[src/rtl/int_request_controller_pkg.sv]
// ----------------------------------------------------------------------------
// Module   : int_ctrl_pkg
// Brief    : Shared types and helpers for the interrupt request controller.
// Revision : 1.0
// ----------------------------------------------------------------------------
`default_nettype none

package int_ctrl_pkg;

  localparam int DEF_NUM_SOURCES = 4;

  typedef enum logic [1:0] {
    IDLE    = 2'd0,
    REQUEST = 2'd1,
    SERVICE = 2'd2
  } state_e;

  // An id field still needs one bit when there is only a single source.
  function automatic int id_width(input int n);
    return (n > 1) ? $clog2(n) : 1;
  endfunction

endpackage

`default_nettype wire

[src/rtl/int_request_controller_if.sv]
// ----------------------------------------------------------------------------
// Module   : int_request_controller_if
// Brief    : Interrupt request / acknowledge / done handshake to the CPU core.
// Revision : 1.0
// ----------------------------------------------------------------------------
`default_nettype none

interface int_request_controller_if #(
  parameter int ID_WIDTH = 2
) ();

  logic                irq_valid;
  logic [ID_WIDTH-1:0] irq_id;
  logic                irq_ack;
  logic                irq_done;
  logic                in_service;

  modport master (
    output irq_valid,
    output irq_id,
    output in_service,
    input  irq_ack,
    input  irq_done
  );

  modport slave (
    input  irq_valid,
    input  irq_id,
    input  in_service,
    output irq_ack,
    output irq_done
  );

endinterface

`default_nettype wire

[src/rtl/int_request_controller_src_latch.sv]
// ----------------------------------------------------------------------------
// Module   : int_src_latch
// Brief    : Per-source edge detect, pending bit, sticky miss flag and
//            (with INT_REQ_CTRL_MISS_CNT_EN) a saturating miss counter.
// Revision : 1.0
// ----------------------------------------------------------------------------
`default_nettype none

module int_src_latch #(
  parameter int MISS_CNT_WIDTH = 8
) (
  input  wire logic                      clk,
  input  wire logic                      rst,
  input  wire logic                      src_i,
  input  wire logic                      pend_clr_i,
  input  wire logic                      ack_clr_i,
  input  wire logic                      miss_clr_i,
  output logic                           pending_o,
  output logic                           miss_flag_o,
  output logic [MISS_CNT_WIDTH-1:0]      miss_cnt_o
);

  logic src_prev_q;
  logic pending_q, pending_d;
  logic miss_flag_q, miss_flag_d;
  logic evt, clr, miss;

  always_comb begin
    evt         = src_i & ~src_prev_q;
    clr         = pend_clr_i | ack_clr_i;
    miss        = evt & pending_q & ~clr;
    pending_d   = pending_q;
    // A new event always wins over any clear in the same cycle.
    if (evt)
      pending_d = 1'b1;
    else if (clr)
      pending_d = 1'b0;
    miss_flag_d = miss | (miss_flag_q & ~miss_clr_i);
  end

  always_ff @(posedge clk or posedge rst) begin
    if (rst) begin
      src_prev_q  <= 1'b0;
      pending_q   <= 1'b0;
      miss_flag_q <= 1'b0;
    end else begin
      src_prev_q  <= src_i;
      pending_q   <= pending_d;
      miss_flag_q <= miss_flag_d;
    end
  end

  assign pending_o   = pending_q;
  assign miss_flag_o = miss_flag_q;

`ifdef INT_REQ_CTRL_MISS_CNT_EN
  logic [MISS_CNT_WIDTH-1:0] miss_cnt_q, miss_cnt_d;

  always_comb begin
    miss_cnt_d = miss_cnt_q;
    if (miss_clr_i)
      miss_cnt_d = miss ? MISS_CNT_WIDTH'(1) : '0;
    else if (miss && !(&miss_cnt_q))
      miss_cnt_d = miss_cnt_q + MISS_CNT_WIDTH'(1);
  end

  always_ff @(posedge clk or posedge rst) begin
    if (rst)
      miss_cnt_q <= '0;
    else
      miss_cnt_q <= miss_cnt_d;
  end

  assign miss_cnt_o = miss_cnt_q;
`else
  assign miss_cnt_o = '0;
`endif

endmodule

`default_nettype wire

[src/rtl/int_request_controller.sv]
// ----------------------------------------------------------------------------
// Module   : int_request_controller
// Brief    : Latches peripheral interrupt events, picks the highest-priority
//            enabled pending source and hands it to the core via valid/ack.
//            Optional miss counters: INT_REQ_CTRL_MISS_CNT_EN.
// Revision : 1.0
// ----------------------------------------------------------------------------
`default_nettype none

module int_request_controller
  import int_ctrl_pkg::*;
#(
  parameter int NUM_SOURCES    = DEF_NUM_SOURCES,
  parameter int ID_WIDTH       = id_width(NUM_SOURCES),
  parameter int MISS_CNT_WIDTH = 8
) (
  input  wire logic                                  clk,
  input  wire logic                                  rst,
  input  wire logic [NUM_SOURCES-1:0]                int_src_i,
  input  wire logic [NUM_SOURCES-1:0]                int_mask_i,
  input  wire logic                                  gie_i,
  input  wire logic [NUM_SOURCES-1:0]                pend_clr_i,
  input  wire logic [NUM_SOURCES-1:0]                miss_clr_i,
  output logic [NUM_SOURCES-1:0]                     pending_o,
  output logic [NUM_SOURCES-1:0]                     miss_flag_o,
  output logic [NUM_SOURCES*MISS_CNT_WIDTH-1:0]      miss_cnt_o,
  int_request_controller_if.master                   irq_if
);

  state_e                  state_q;
  logic                    irq_valid_q;
  logic [ID_WIDTH-1:0]     irq_id_q;
  logic                    in_service_q;

  logic [NUM_SOURCES-1:0]  ack_clr;
  logic [NUM_SOURCES-1:0]  req;
  logic [ID_WIDTH-1:0]     sel_id;

  always_comb begin
    ack_clr = '0;
    for (int i = 0; i < NUM_SOURCES; i++)
      ack_clr[i] = (state_q == REQUEST) && irq_if.irq_ack && (irq_id_q == ID_WIDTH'(i));
  end

  generate
    for (genvar gi = 0; gi < NUM_SOURCES; gi++) begin : g_src
      int_src_latch #(
        .MISS_CNT_WIDTH (MISS_CNT_WIDTH)
      ) u_latch (
        .clk         (clk),
        .rst         (rst),
        .src_i       (int_src_i[gi]),
        .pend_clr_i  (pend_clr_i[gi]),
        .ack_clr_i   (ack_clr[gi]),
        .miss_clr_i  (miss_clr_i[gi]),
        .pending_o   (pending_o[gi]),
        .miss_flag_o (miss_flag_o[gi]),
        .miss_cnt_o  (miss_cnt_o[gi*MISS_CNT_WIDTH +: MISS_CNT_WIDTH])
      );
    end
  endgenerate

  // Fixed priority: the lowest requesting index wins.
  always_comb begin
    req    = pending_o & int_mask_i;
    sel_id = '0;
    for (int i = NUM_SOURCES - 1; i >= 0; i--)
      if (req[i])
        sel_id = ID_WIDTH'(i);
  end

  always_ff @(posedge clk or posedge rst) begin
    if (rst) begin
      state_q      <= IDLE;
      irq_valid_q  <= 1'b0;
      irq_id_q     <= '0;
      in_service_q <= 1'b0;
    end else begin
      case (state_q)
        IDLE: begin
          if (gie_i && (|req)) begin
            state_q     <= REQUEST;
            irq_valid_q <= 1'b1;
            irq_id_q    <= sel_id;
          end
        end
        REQUEST: begin
          if (irq_if.irq_ack) begin
            state_q      <= SERVICE;
            irq_valid_q  <= 1'b0;
            in_service_q <= 1'b1;
          end
        end
        SERVICE: begin
          if (irq_if.irq_done) begin
            state_q      <= IDLE;
            in_service_q <= 1'b0;
          end
        end
        default: begin
          state_q      <= IDLE;
          irq_valid_q  <= 1'b0;
          in_service_q <= 1'b0;
        end
      endcase
    end
  end

  assign irq_if.irq_valid  = irq_valid_q;
  assign irq_if.irq_id     = irq_id_q;
  assign irq_if.in_service = in_service_q;

endmodule

`default_nettype wire

[src/flat_wrapper.sv]
// flat-port wrapper written by rule: the top's interface ports become plain ports
module int_request_controller_flat import int_ctrl_pkg::*;
#(
  parameter int NUM_SOURCES    = DEF_NUM_SOURCES,
  parameter int ID_WIDTH       = id_width(NUM_SOURCES),
  parameter int MISS_CNT_WIDTH = 8
)
  (clk, rst, int_src_i, int_mask_i, gie_i, pend_clr_i, miss_clr_i, pending_o, miss_flag_o, miss_cnt_o, irq_if_irq_valid, irq_if_irq_id, irq_if_in_service, irq_if_irq_ack, irq_if_irq_done);
  int_request_controller_if #(.ID_WIDTH(ID_WIDTH)) irq_if_i ();
  input  wire logic clk;
  input  wire logic rst;
  input  wire logic [NUM_SOURCES-1:0] int_src_i;
  input  wire logic [NUM_SOURCES-1:0] int_mask_i;
  input  wire logic gie_i;
  input  wire logic [NUM_SOURCES-1:0] pend_clr_i;
  input  wire logic [NUM_SOURCES-1:0] miss_clr_i;
  output logic [NUM_SOURCES-1:0] pending_o;
  output logic [NUM_SOURCES-1:0] miss_flag_o;
  output logic [NUM_SOURCES*MISS_CNT_WIDTH-1:0] miss_cnt_o;
  output wire logic [$bits(irq_if_i.irq_valid)-1:0] irq_if_irq_valid;
  output wire logic [$bits(irq_if_i.irq_id)-1:0] irq_if_irq_id;
  output wire logic [$bits(irq_if_i.in_service)-1:0] irq_if_in_service;
  input wire logic [$bits(irq_if_i.irq_ack)-1:0] irq_if_irq_ack;
  input wire logic [$bits(irq_if_i.irq_done)-1:0] irq_if_irq_done;
  assign irq_if_irq_valid = irq_if_i.irq_valid;
  assign irq_if_irq_id = irq_if_i.irq_id;
  assign irq_if_in_service = irq_if_i.in_service;
  assign irq_if_i.irq_ack = irq_if_irq_ack;
  assign irq_if_i.irq_done = irq_if_irq_done;
  int_request_controller #(.NUM_SOURCES(NUM_SOURCES), .ID_WIDTH(ID_WIDTH), .MISS_CNT_WIDTH(MISS_CNT_WIDTH)) u_core (.clk(clk), .rst(rst), .int_src_i(int_src_i), .int_mask_i(int_mask_i), .gie_i(gie_i), .pend_clr_i(pend_clr_i), .miss_clr_i(miss_clr_i), .pending_o(pending_o), .miss_flag_o(miss_flag_o), .miss_cnt_o(miss_cnt_o), .irq_if(irq_if_i));
endmodule
[config.mk]
export PLATFORM = sky130hd
export DESIGN_NAME = int_request_controller_flat
export DESIGN_NICKNAME = d
export VERILOG_FILES = /design/src/rtl/int_request_controller_pkg.sv /design/src/rtl/int_request_controller_if.sv /design/src/rtl/int_request_controller_src_latch.sv /design/src/rtl/int_request_controller.sv /design/src/flat_wrapper.sv
export SDC_FILE = /design/constraint.sdc
export NUM_CORES = 1
export LEC_CHECK = 0
export CELL_PAD_IN_SITES_DETAIL_PLACEMENT = 1
export CELL_PAD_IN_SITES_GLOBAL_PLACEMENT = 1
export CORE_UTILIZATION = 46
export CTS_CLUSTER_SIZE = 24
export DETAILED_ROUTE_END_ITERATION = 10
export DONT_BUFFER_PORTS = 1
export HOLD_SLACK_MARGIN = 0.15
export PLACE_DENSITY = 0.79
export RECOVER_POWER = 25
export SLEW_MARGIN = 10
export SYNTH_ARGS = -nofsm -noshare
export SYNTH_HDL_FRONTEND = slang
export SYNTH_HIERARCHICAL = 1
export SYNTH_SLANG_ARGS = --single-unit
[constraint.sdc]
create_clock -name clk -period 3.05 [get_ports clk]
set_input_delay 0.4575 -clock clk [delete_from_list [all_inputs] [get_ports clk]]
set_output_delay 0.4575 -clock clk [all_outputs]
set_load 0.05 [all_outputs]
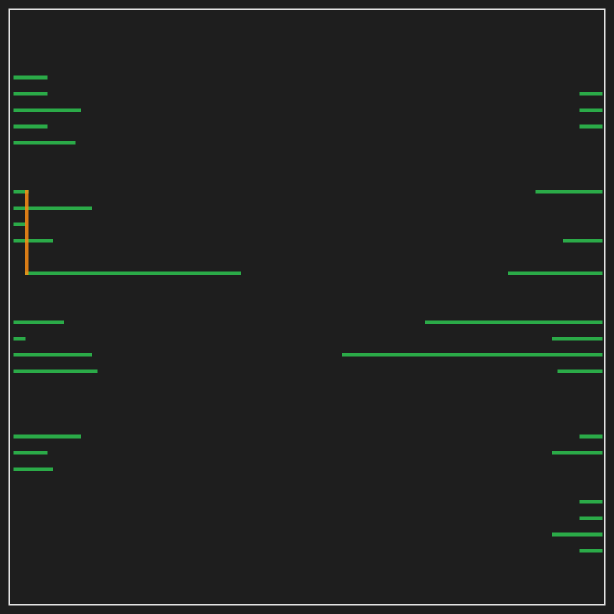
Fig. 1. Signal wires by layer (run 1).
Drawn at 12 px/um. Two of the layers only.
[metal 4] orange | wire length: 6.80 um
[metal 3] green | wire length: 153 um
vias: 615
detailed-route wire length: 1.74 mm

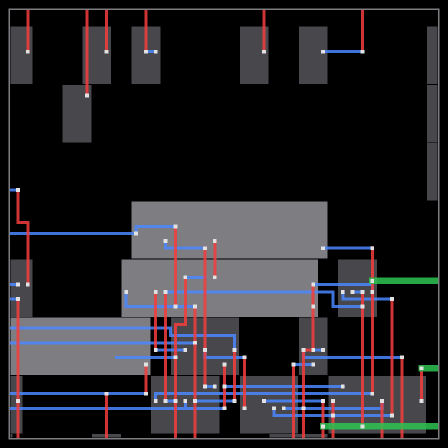
Fig. 2. Layout detail (run 1).
Window x 27 to 47, y 27 to 47 um. Cells in gray, sequential cells in the stronger gray; small squares are vias.
[metal 1] blue
[metal 3] green
[metal 2] red
cells with their middle in the window: 16
sequential cells in the window: 3
most frequent: conb_1 (6), dfrtp_1 (3)

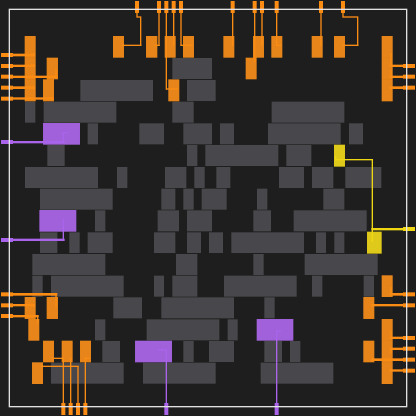
Fig. 3. Port wiring (run 1).
Drawn at 8 px/um.
[miss_cnt_o] orange | bits: 32 | direction: output | edge: 11 top, 9 right, 8 left, 4 bottom | end cells: 32 | buffers: 0 | wire: 149 um
[irq_if_irq_done] yellow | bits: 1 | direction: input | edge: right | end cells: 2 | buffers: 0 | wire: 19.1 um
[miss_clr_i] purple | bits: 4 | direction: input | edge: 2 left, 2 bottom | end cells: 4 | buffers: 0 | wire: 33.6 um
# IOs: 65
IO Port Bufs: 0

==> impl_metrics.json, run 1 <==
{
  "fmax_mhz": 634,
  "setup_tns_ns": 0,
  "crit_end": "u_core/irq_if.irq_valid",
  "p_seq_uw": 473,
  "status": "complete, no violations",
  "critPathBufInv": 0,
  "wl_met2_um": 912,
  "final_common_cell": "conb_1",
  "cts_max_path_buffers": 2,
  "cts_resized": 0,
  "fin_crit_ns": 1.58,
  "aoi_share": 0.130,
  "holdPathStages": 0,
  "synth-edff-count": 0,
  "route.detailed.drc": 0,
  "regToRegSetupSlack_ns": 1.47,
  "antenna_found_initial": 0,
  "cp.arrival_ns": 1.76,
  "ff_type": "dfrtp_1",
  "grt_max_degree": 11,
  "xor_area_frac": 0,
  "grt_usage": 0.155,
  "post_route_cells_drive_above_1_share": 0.0926,
  "hold_path_class": "primary input to flop",
  "critPathSlowestCell": "dfrtp_1",
  "final-max-slew-violation-count": 0,
  "r2r_cells": 3,
  "power_uw": 809,
  "synth.area.mux_share": 0,
  "clk-power_uw": 145,
  "post-cts-setup-buffer-count": 0,
  "comb_area_sq_um": 414,
  "p_leak_uw": 0.000516,
  "pre_cts_ws_ns": 1.49,
  "placed_cells": 130,
  "yosysTopAreaCell": "dfrtp_1",
  "seq_area_sq_um": 450,
  "largestClassByArea": "registers",
  "fin_nets": 130,
  "common_cells": "buf_4 (32), dfrtp_1 (18), nand2_1 (11), inv_1 (10)",
  "wl_met1_um": 669,
  "netlist.area_leader.share": 0.434,
  "met3WireLength_um": 152,
  "dp_hpwl_mm": 1.41,
  "seqPwrFrac": 0.585,
  "n_all_inverters": 10,
  "worstPathRequired_ns": 3.23,
  "power_density_nw_per_um2": 824
}
Fig. 4: run 1, clock nets
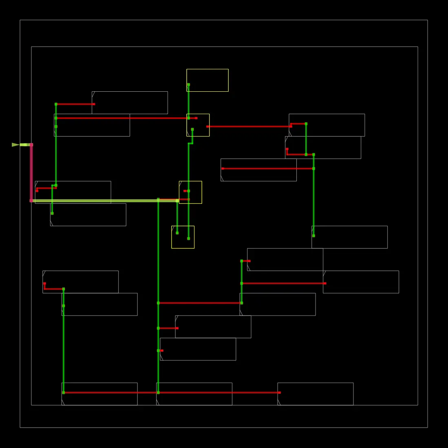

## Run 2: what changed since run 1
--- a/config.mk
+++ b/config.mk
@@ -7,12 +7,12 @@
 export LEC_CHECK = 0
 export CELL_PAD_IN_SITES_DETAIL_PLACEMENT = 1
 export CELL_PAD_IN_SITES_GLOBAL_PLACEMENT = 1
-export CORE_UTILIZATION = 46
+export CORE_UTILIZATION = 43
 export CTS_CLUSTER_SIZE = 24
 export DETAILED_ROUTE_END_ITERATION = 10
 export DONT_BUFFER_PORTS = 1
 export HOLD_SLACK_MARGIN = 0.15
-export PLACE_DENSITY = 0.79
+export PLACE_DENSITY = 0.75
 export RECOVER_POWER = 25
 export SLEW_MARGIN = 10
 export SYNTH_ARGS = -nofsm -noshare
==> constraint.sdc (replaced) <==
create_clock -name clk -period 1.5 [get_ports clk]
set_input_delay 0.225 -clock clk [delete_from_list [all_inputs] [get_ports clk]]
set_output_delay 0.225 -clock clk [all_outputs]
set_load 0.05 [all_outputs]
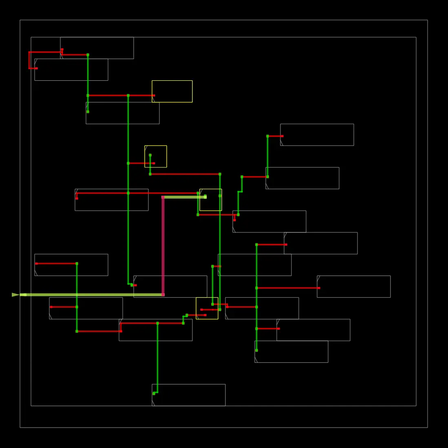
Fig. 5. Clock nets (run 2).
layout clock buffer count: 4
clk sinks: 18
Clock Skew: 0.00375 ns

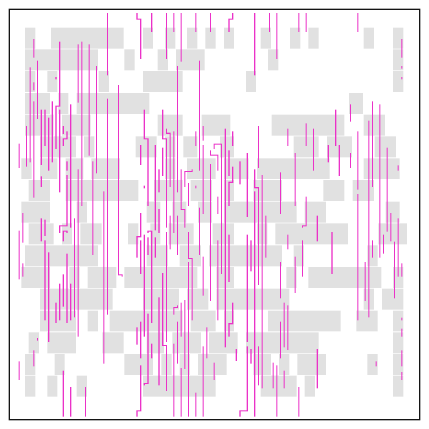
Fig. 6. The metal 2 layer (run 2).
Drawn at 8 px/um.
nets with wire on the layer: 146
share of all routed wire: 54%
longest straight run: 28.1 um
vias: 737
GR Layer Usage met2: 0.344
detailed-route wire length: 2.21 mm

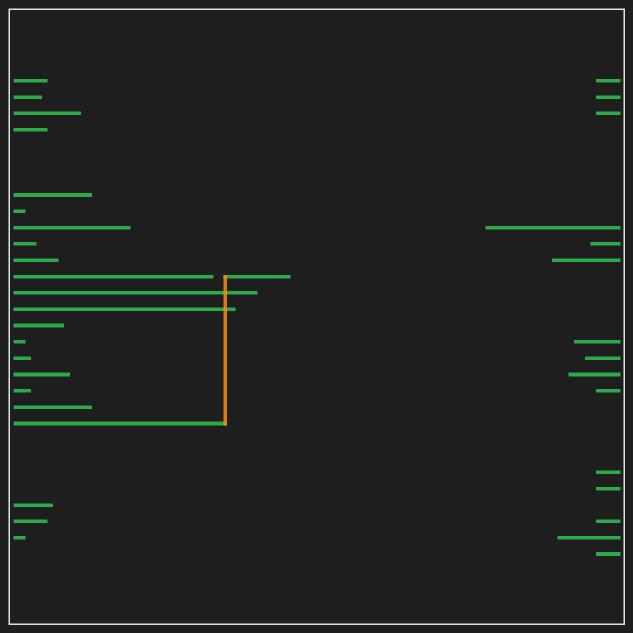
Fig. 7. Signal wires by layer (run 2).
Drawn at 12 px/um. Two of the layers only.
[metal 4] orange | wire length: 12.2 um
[metal 3] green | wire length: 182 um
Routed WL per cell: 13.8 um
GRT Util Overall: 0.189

==> impl_metrics.json, run 2 <==
{
  "synth.area.mux_share": 0,
  "cp.arrival_ns": 1.62,
  "wl_met2_mm": 1.20,
  "route.detailed.drc": 0,
  "status": "complete, no violations",
  "r2r_cells": 5,
  "regToRegSetupSlack_ns": 0.10,
  "seqPwrFrac": 0.442,
  "n_all_inverters": 10,
  "io_pins": 65,
  "pre_cts_ws_ns": 0.160,
  "holdPathStages": 2,
  "met3WireLength_um": 182,
  "ff_type": "dfrtp_1",
  "wl_met1_um": 818,
  "post-cts-setup-buffer-count": 0,
  "xor_area_frac": 0,
  "critPathSlowestCell": "or3b_1",
  "common_cells": "buf_4 (32), dfrtp_1 (18), nand2_1 (11), inv_1 (10)",
  "crit_end": "u_core/g_src[3].u_latch/miss_flag_o",
  "setup_tns_ns": 0
}
## Run 3: what changed since run 2
--- a/config.mk
+++ b/config.mk
@@ -5,6 +5,7 @@
 export SDC_FILE = /design/constraint.sdc
 export NUM_CORES = 1
 export LEC_CHECK = 0
+export CAP_MARGIN = 15
 export CELL_PAD_IN_SITES_DETAIL_PLACEMENT = 1
 export CELL_PAD_IN_SITES_GLOBAL_PLACEMENT = 1
 export CORE_UTILIZATION = 43
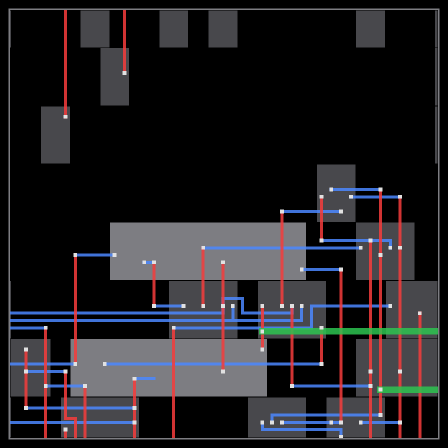
Fig. 8. Layout detail (run 3).
Window x 28 to 48, y 28 to 48 um. Cells in gray, sequential cells in the stronger gray; small squares are vias.
[metal 3] green
[metal 1] blue
[metal 2] red
netlist names of flops here include: u_core/irq_if.irq_valid (1), u_core/state_q (1)
most frequent: conb_1 (6), buf_4 (2), dfrtp_1 (2)
cells with their middle in the window: 18
sequential cells in the window: 2

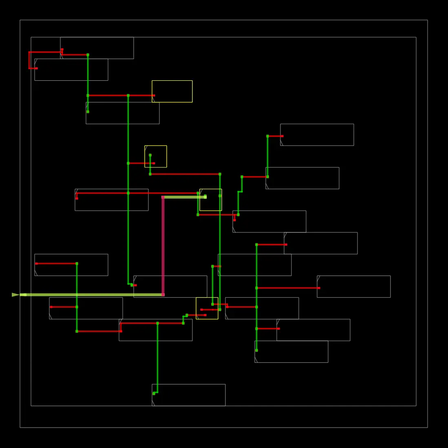
Fig. 9. Clock nets (run 3).
CTS Buf Count: 3
worst skew pair latency: 0.29 ns

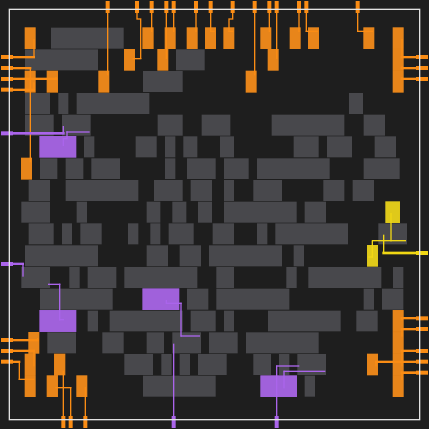
Fig. 10. Port wiring (run 3).
Drawn at 8 px/um.
[miss_clr_i] purple | bits: 4 | direction: input | edge: 2 left, 2 bottom | end cells: 4 | buffers: 4 | wire: 54.6 um
[miss_cnt_o] orange | bits: 32 | direction: output | edge: 14 top, 8 right, 7 left, 3 bottom | end cells: 32 | buffers: 0 | wire: 136 um
[irq_if_irq_done] yellow | bits: 1 | direction: input | edge: right | end cells: 2 | buffers: 1 | wire: 16.3 um

==> impl_metrics.json, run 3 <==
{
  "critPathSlowestCell": "or3b_1",
  "skew_ns": 0.00375,
  "post-cts-setup-buffer-count": 0,
  "wl_per_cell_um": 13.8,
  "common_cells": "buf_4 (32), dfrtp_1 (18), nand2_1 (11), inv_1 (10)",
  "vias": 737,
  "holdPathStages": 2,
  "cts_sinks": 18,
  "n_clock_buffer": 4,
  "status": "complete, no violations",
  "seqPwrFrac": 0.442,
  "drt_wl_total_mm": 2.21,
  "setup_tns_ns": 0,
  "synth.area.mux_share": 0,
  "met2_usage": 0.344,
  "regToRegSetupSlack_ns": 0.10,
  "io_pins": 65,
  "wl_met2_mm": 1.20,
  "cp.arrival_ns": 1.62,
  "n_all_inverters": 10,
  "r2r_cells": 5,
  "pre_cts_ws_ns": 0.160,
  "xor_area_frac": 0
}
